[src/rtl/operacao_pkg.sv]
// Shared types and widths for the quadratic evaluator operacao.
package operacao_pkg;

  localparam int XW = 8;
  localparam int DW = 16;

  // Controller states, in the order a computation walks through them.
  typedef enum logic [2:0] {
    IDLE,
    SQ,
    MA,
    MB,
    SUM,
    DONE
  } state_e;

  // Operand pairs fed to the single shared multiplier.
  typedef enum logic [1:0] {
    MUL_XX,
    MUL_AT,
    MUL_BX
  } mul_sel_e;

  // Zero-extends the polynomial variable to datapath width.
  function automatic logic [DW-1:0] zext_x(input logic [XW-1:0] x);
    return {{(DW - XW){1'b0}}, x};
  endfunction

endpackage

[src/rtl/operacao_if.sv]
// Start/ready handshake and operand bus of operacao.
interface operacao_if;
  import operacao_pkg::*;

  logic          inicio;
  logic [XW-1:0] X;
  logic [DW-1:0] A;
  logic [DW-1:0] B;
  logic [DW-1:0] C;
  logic [DW-1:0] resultado;
  logic          pronto;
  logic          comecou;

  modport master (
    output inicio, X, A, B, C,
    input  resultado, pronto, comecou
  );

  modport slave (
    input  inicio, X, A, B, C,
    output resultado, pronto, comecou
  );

endinterface

[src/rtl/operacao_datapath.sv]
// Operand registers, shared 16x16->16 multiplier, three-input adder and
// result register; sequenced by enables from the operacao controller.
module operacao_datapath
  import operacao_pkg::*;
(
  input  logic          clk,
  input  logic          reset,
  input  logic          load_en,
  input  logic          t_en,
  input  logic          acc_en,
  input  logic          res_en,
  input  mul_sel_e      mul_sel,
  input  logic [XW-1:0] x_in,
  input  logic [DW-1:0] a_in,
  input  logic [DW-1:0] b_in,
  input  logic [DW-1:0] c_in,
  output logic [DW-1:0] resultado
);

  logic [XW-1:0] xr_q, xr_d;
  logic [DW-1:0] ar_q, ar_d;
  logic [DW-1:0] br_q, br_d;
  logic [DW-1:0] cr_q, cr_d;
  logic [DW-1:0] t_q, t_d;
  logic [DW-1:0] acc_q, acc_d;
  logic [DW-1:0] res_q, res_d;

  logic [DW-1:0] x_ext;
  logic [DW-1:0] mul_a;
  logic [DW-1:0] mul_b;
  logic [DW-1:0] product;
  logic [DW-1:0] sum;

  // Steer the shared multiplier and form the truncated product and sum.
  always_comb begin
    x_ext = zext_x(xr_q);
    mul_a = x_ext;
    mul_b = x_ext;
    case (mul_sel)
      MUL_XX: begin
        mul_a = x_ext;
        mul_b = x_ext;
      end
      MUL_AT: begin
        mul_a = ar_q;
        mul_b = t_q;
      end
      MUL_BX: begin
        mul_a = br_q;
        mul_b = x_ext;
      end
      default: begin
        mul_a = x_ext;
        mul_b = x_ext;
      end
    endcase
    product = mul_a * mul_b;
    sum     = acc_q + t_q + cr_q;
  end

  // Next-state of every register; each holds unless its enable is set.
  always_comb begin
    xr_d  = xr_q;
    ar_d  = ar_q;
    br_d  = br_q;
    cr_d  = cr_q;
    t_d   = t_q;
    acc_d = acc_q;
    res_d = res_q;
    if (load_en) begin
      xr_d = x_in;
      ar_d = a_in;
      br_d = b_in;
      cr_d = c_in;
    end
    if (t_en) begin
      t_d = product;
    end
    if (acc_en) begin
      acc_d = product;
    end
    if (res_en) begin
      res_d = sum;
    end
  end

  // Register bank; an asserted reset discards any partial computation.
  always_ff @(posedge clk or negedge reset) begin
    if (!reset) begin
      xr_q  <= '0;
      ar_q  <= '0;
      br_q  <= '0;
      cr_q  <= '0;
      t_q   <= '0;
      acc_q <= '0;
      res_q <= '0;
    end else begin
      xr_q  <= xr_d;
      ar_q  <= ar_d;
      br_q  <= br_d;
      cr_q  <= cr_d;
      t_q   <= t_d;
      acc_q <= acc_d;
      res_q <= res_d;
    end
  end

  assign resultado = res_q;

endmodule

[src/rtl/operacao.sv]
// Sequential evaluator of A*X^2 + B*X + C (mod 2^16) behind a start/ready
// handshake; the controller here drives operacao_datapath.
module operacao
  import operacao_pkg::*;
(
  input  logic      clk,
  input  logic      reset,
  operacao_if.slave bus
);

  state_e   state_q, state_d;
  logic     comecou_q, comecou_d;
  logic     pronto_q, pronto_d;
  logic     load_en;
  logic     t_en;
  logic     acc_en;
  logic     res_en;
  mul_sel_e mul_sel;

  // Next state and datapath control; DONE is left only after pronto has
  // been shown and inicio is low, so a held inicio never retriggers.
  always_comb begin
    state_d = state_q;
    load_en = 1'b0;
    t_en    = 1'b0;
    acc_en  = 1'b0;
    res_en  = 1'b0;
    mul_sel = MUL_XX;
    case (state_q)
      IDLE: begin
        if (bus.inicio) begin
          load_en = 1'b1;
          state_d = SQ;
        end
      end
      SQ: begin
        mul_sel = MUL_XX;
        t_en    = 1'b1;
        state_d = MA;
      end
      MA: begin
        mul_sel = MUL_AT;
        acc_en  = 1'b1;
        state_d = MB;
      end
      MB: begin
        mul_sel = MUL_BX;
        t_en    = 1'b1;
        state_d = SUM;
      end
      SUM: begin
        res_en  = 1'b1;
        state_d = DONE;
      end
      DONE: begin
        if (!bus.inicio && pronto_q) begin
          state_d = IDLE;
        end
      end
      default: begin
        state_d = IDLE;
      end
    endcase
  end

  // Handshake outputs go through their own register stage: busy rises on
  // the start edge and drops exactly when pronto rises, so they never overlap.
  always_comb begin
    comecou_d = (state_q == IDLE && bus.inicio) ||
                (state_q == SQ) || (state_q == MA) ||
                (state_q == MB) || (state_q == SUM);
    pronto_d  = (state_q == DONE) && (state_d == DONE);
  end

  // State and handshake registers with asynchronous active-low reset.
  always_ff @(posedge clk or negedge reset) begin
    if (!reset) begin
      state_q   <= IDLE;
      comecou_q <= 1'b0;
      pronto_q  <= 1'b0;
    end else begin
      state_q   <= state_d;
      comecou_q <= comecou_d;
      pronto_q  <= pronto_d;
    end
  end

  operacao_datapath u_datapath (
    .clk       (clk),
    .reset     (reset),
    .load_en   (load_en),
    .t_en      (t_en),
    .acc_en    (acc_en),
    .res_en    (res_en),
    .mul_sel   (mul_sel),
    .x_in      (bus.X),
    .a_in      (bus.A),
    .b_in      (bus.B),
    .c_in      (bus.C),
    .resultado (bus.resultado)
  );

  assign bus.comecou = comecou_q;
  assign bus.pronto  = pronto_q;

endmodule

[src/flat_wrapper.sv]
// flat-port wrapper written by rule: the top's interface ports become plain ports
module operacao_flat import operacao_pkg::*;
  (clk, reset, bus_inicio, bus_X, bus_A, bus_B, bus_C, bus_resultado, bus_pronto, bus_comecou);
  operacao_if bus_i ();
  input  logic clk;
  input  logic reset;
  input wire logic [$bits(bus_i.inicio)-1:0] bus_inicio;
  input wire logic [$bits(bus_i.X)-1:0] bus_X;
  input wire logic [$bits(bus_i.A)-1:0] bus_A;
  input wire logic [$bits(bus_i.B)-1:0] bus_B;
  input wire logic [$bits(bus_i.C)-1:0] bus_C;
  output wire logic [$bits(bus_i.resultado)-1:0] bus_resultado;
  output wire logic [$bits(bus_i.pronto)-1:0] bus_pronto;
  output wire logic [$bits(bus_i.comecou)-1:0] bus_comecou;
  assign bus_i.inicio = bus_inicio;
  assign bus_i.X = bus_X;
  assign bus_i.A = bus_A;
  assign bus_i.B = bus_B;
  assign bus_i.C = bus_C;
  assign bus_resultado = bus_i.resultado;
  assign bus_pronto = bus_i.pronto;
  assign bus_comecou = bus_i.comecou;
  operacao u_core (.clk(clk), .reset(reset), .bus(bus_i));
endmodule
[config.mk]
export PLATFORM = sky130hd
export DESIGN_NAME = operacao_flat
export DESIGN_NICKNAME = d
export VERILOG_FILES = /design/src/rtl/operacao_pkg.sv /design/src/rtl/operacao_if.sv /design/src/rtl/operacao_datapath.sv /design/src/rtl/operacao.sv /design/src/flat_wrapper.sv
export SDC_FILE = /design/constraint.sdc
export NUM_CORES = 1
export LEC_CHECK = 0
export CAP_MARGIN = 20
export CORE_MARGIN = 2
export CORE_UTILIZATION = 38
export DETAILED_ROUTE_END_ITERATION = 10
export GPL_ROUTABILITY_DRIVEN = 0
export SLEW_MARGIN = 20
export SYNTH_ARGS = -nofsm -noshare
export SYNTH_HDL_FRONTEND = slang
export SYNTH_SLANG_ARGS = --single-unit
[constraint.sdc]
create_clock -name clk -period 8.9 [get_ports clk]
set_input_delay 2.225 -clock clk [delete_from_list [all_inputs] [get_ports clk]]
set_output_delay 2.225 -clock clk [all_outputs]
set_load 0.05 [all_outputs]
**Cell placement**

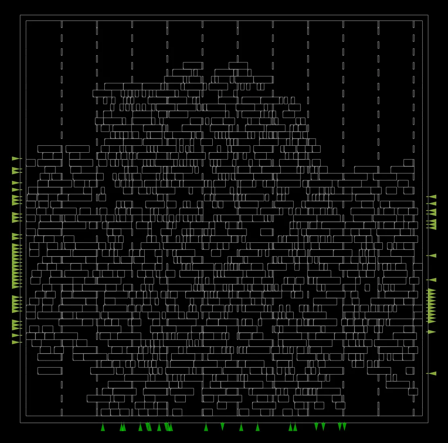
registers: 109
Cell Count, Final, Fillers Out: 1325
Filler cells: 2393
Core Util, Final: 44.30%
number of cell rows: 57

**Wires at chosen ports, followed through buffers**

Scale: 1.5 px per µm.
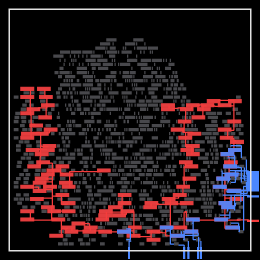
port	colour	bits	direction	edge	end cells	buffers	wire
`reset`	red	1	input	right	109	2	780 µm
`bus_resultado`	blue	16	output	11 right, 5 bottom	16	16	394 µm
port buffer count: 76
Top Ports: 77

==> out/results.txt <==
area leader, netlist: dfrtp_1
Worst Setup SP: u_core.state_q[1]$_DFF_PN0_
mapped cell area: 9249 µm²
hold path depth: 1
min cycle time layout: 7885 ps
count leader, synth: inv_1
Clock buf/inv share: 2.894%
CP required: 9130 ps
worst-margin pin slew: 941.1 ps
Post-Synth XOR/XNOR Area: 5.519%
CP max stage cell: ha_2
Critical Path End: u_core.u_datapath.t_q[15]$_DFFE_PN0P_
Post-Route WL: 21150 µm
Non-clk bufs: 89
status: finished clean
tool warnings: 28
Worst R2R Start: u_core.state_q[1]$_DFF_PN0_
flop2flop setup slack: 1010 ps
EDFF count, synth: 0
CP arrival: 8110 ps
DP Area: 10370 µm²
post-DP HPWL: 17200 µm
top cell category: combinational gates
Async SR Flop Fraction: 100.0%
Crit Path Max Fanout: 30
critical path type: register to register
clock-pin slew on the worst setup and hold paths: 80 ps
DR iter-0 viols: 319
Mux area share: 8.807%
pre-CTS setup slack: 1067 ps
Final Hold Viols: 0
Crit Reg-Reg Endpoint: u_core.u_datapath.t_q[15]$_DFFE_PN0P_
clk sink count: 109
Post-CTS Hold Fix Bufs: 0
fin worst setup slack: 1015 ps
worst hold-check slack: 475.9 ps
most frequent cells after synthesis: 130 x inv_1, 109 x dfrtp_1, 96 x fa_1
Multi-input gate area: 5892 µm²
delay of the slowest critical-path stage: 580 ps
final non-filler cell area: 10680 µm²
grt met3 use: 3.169%
**Placement density heat map**

Scale: 2 px per µm. The die is cut into 16 by 16 equal tiles; dark blue is low, red is high, 0 to 100% covered.
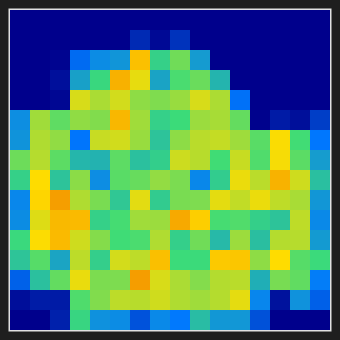
mean over tiles	40%
nearly empty tiles	23%
tiles over 75% full	6.2%
emptiest ninth of the die	upper right
fullest tile	82%

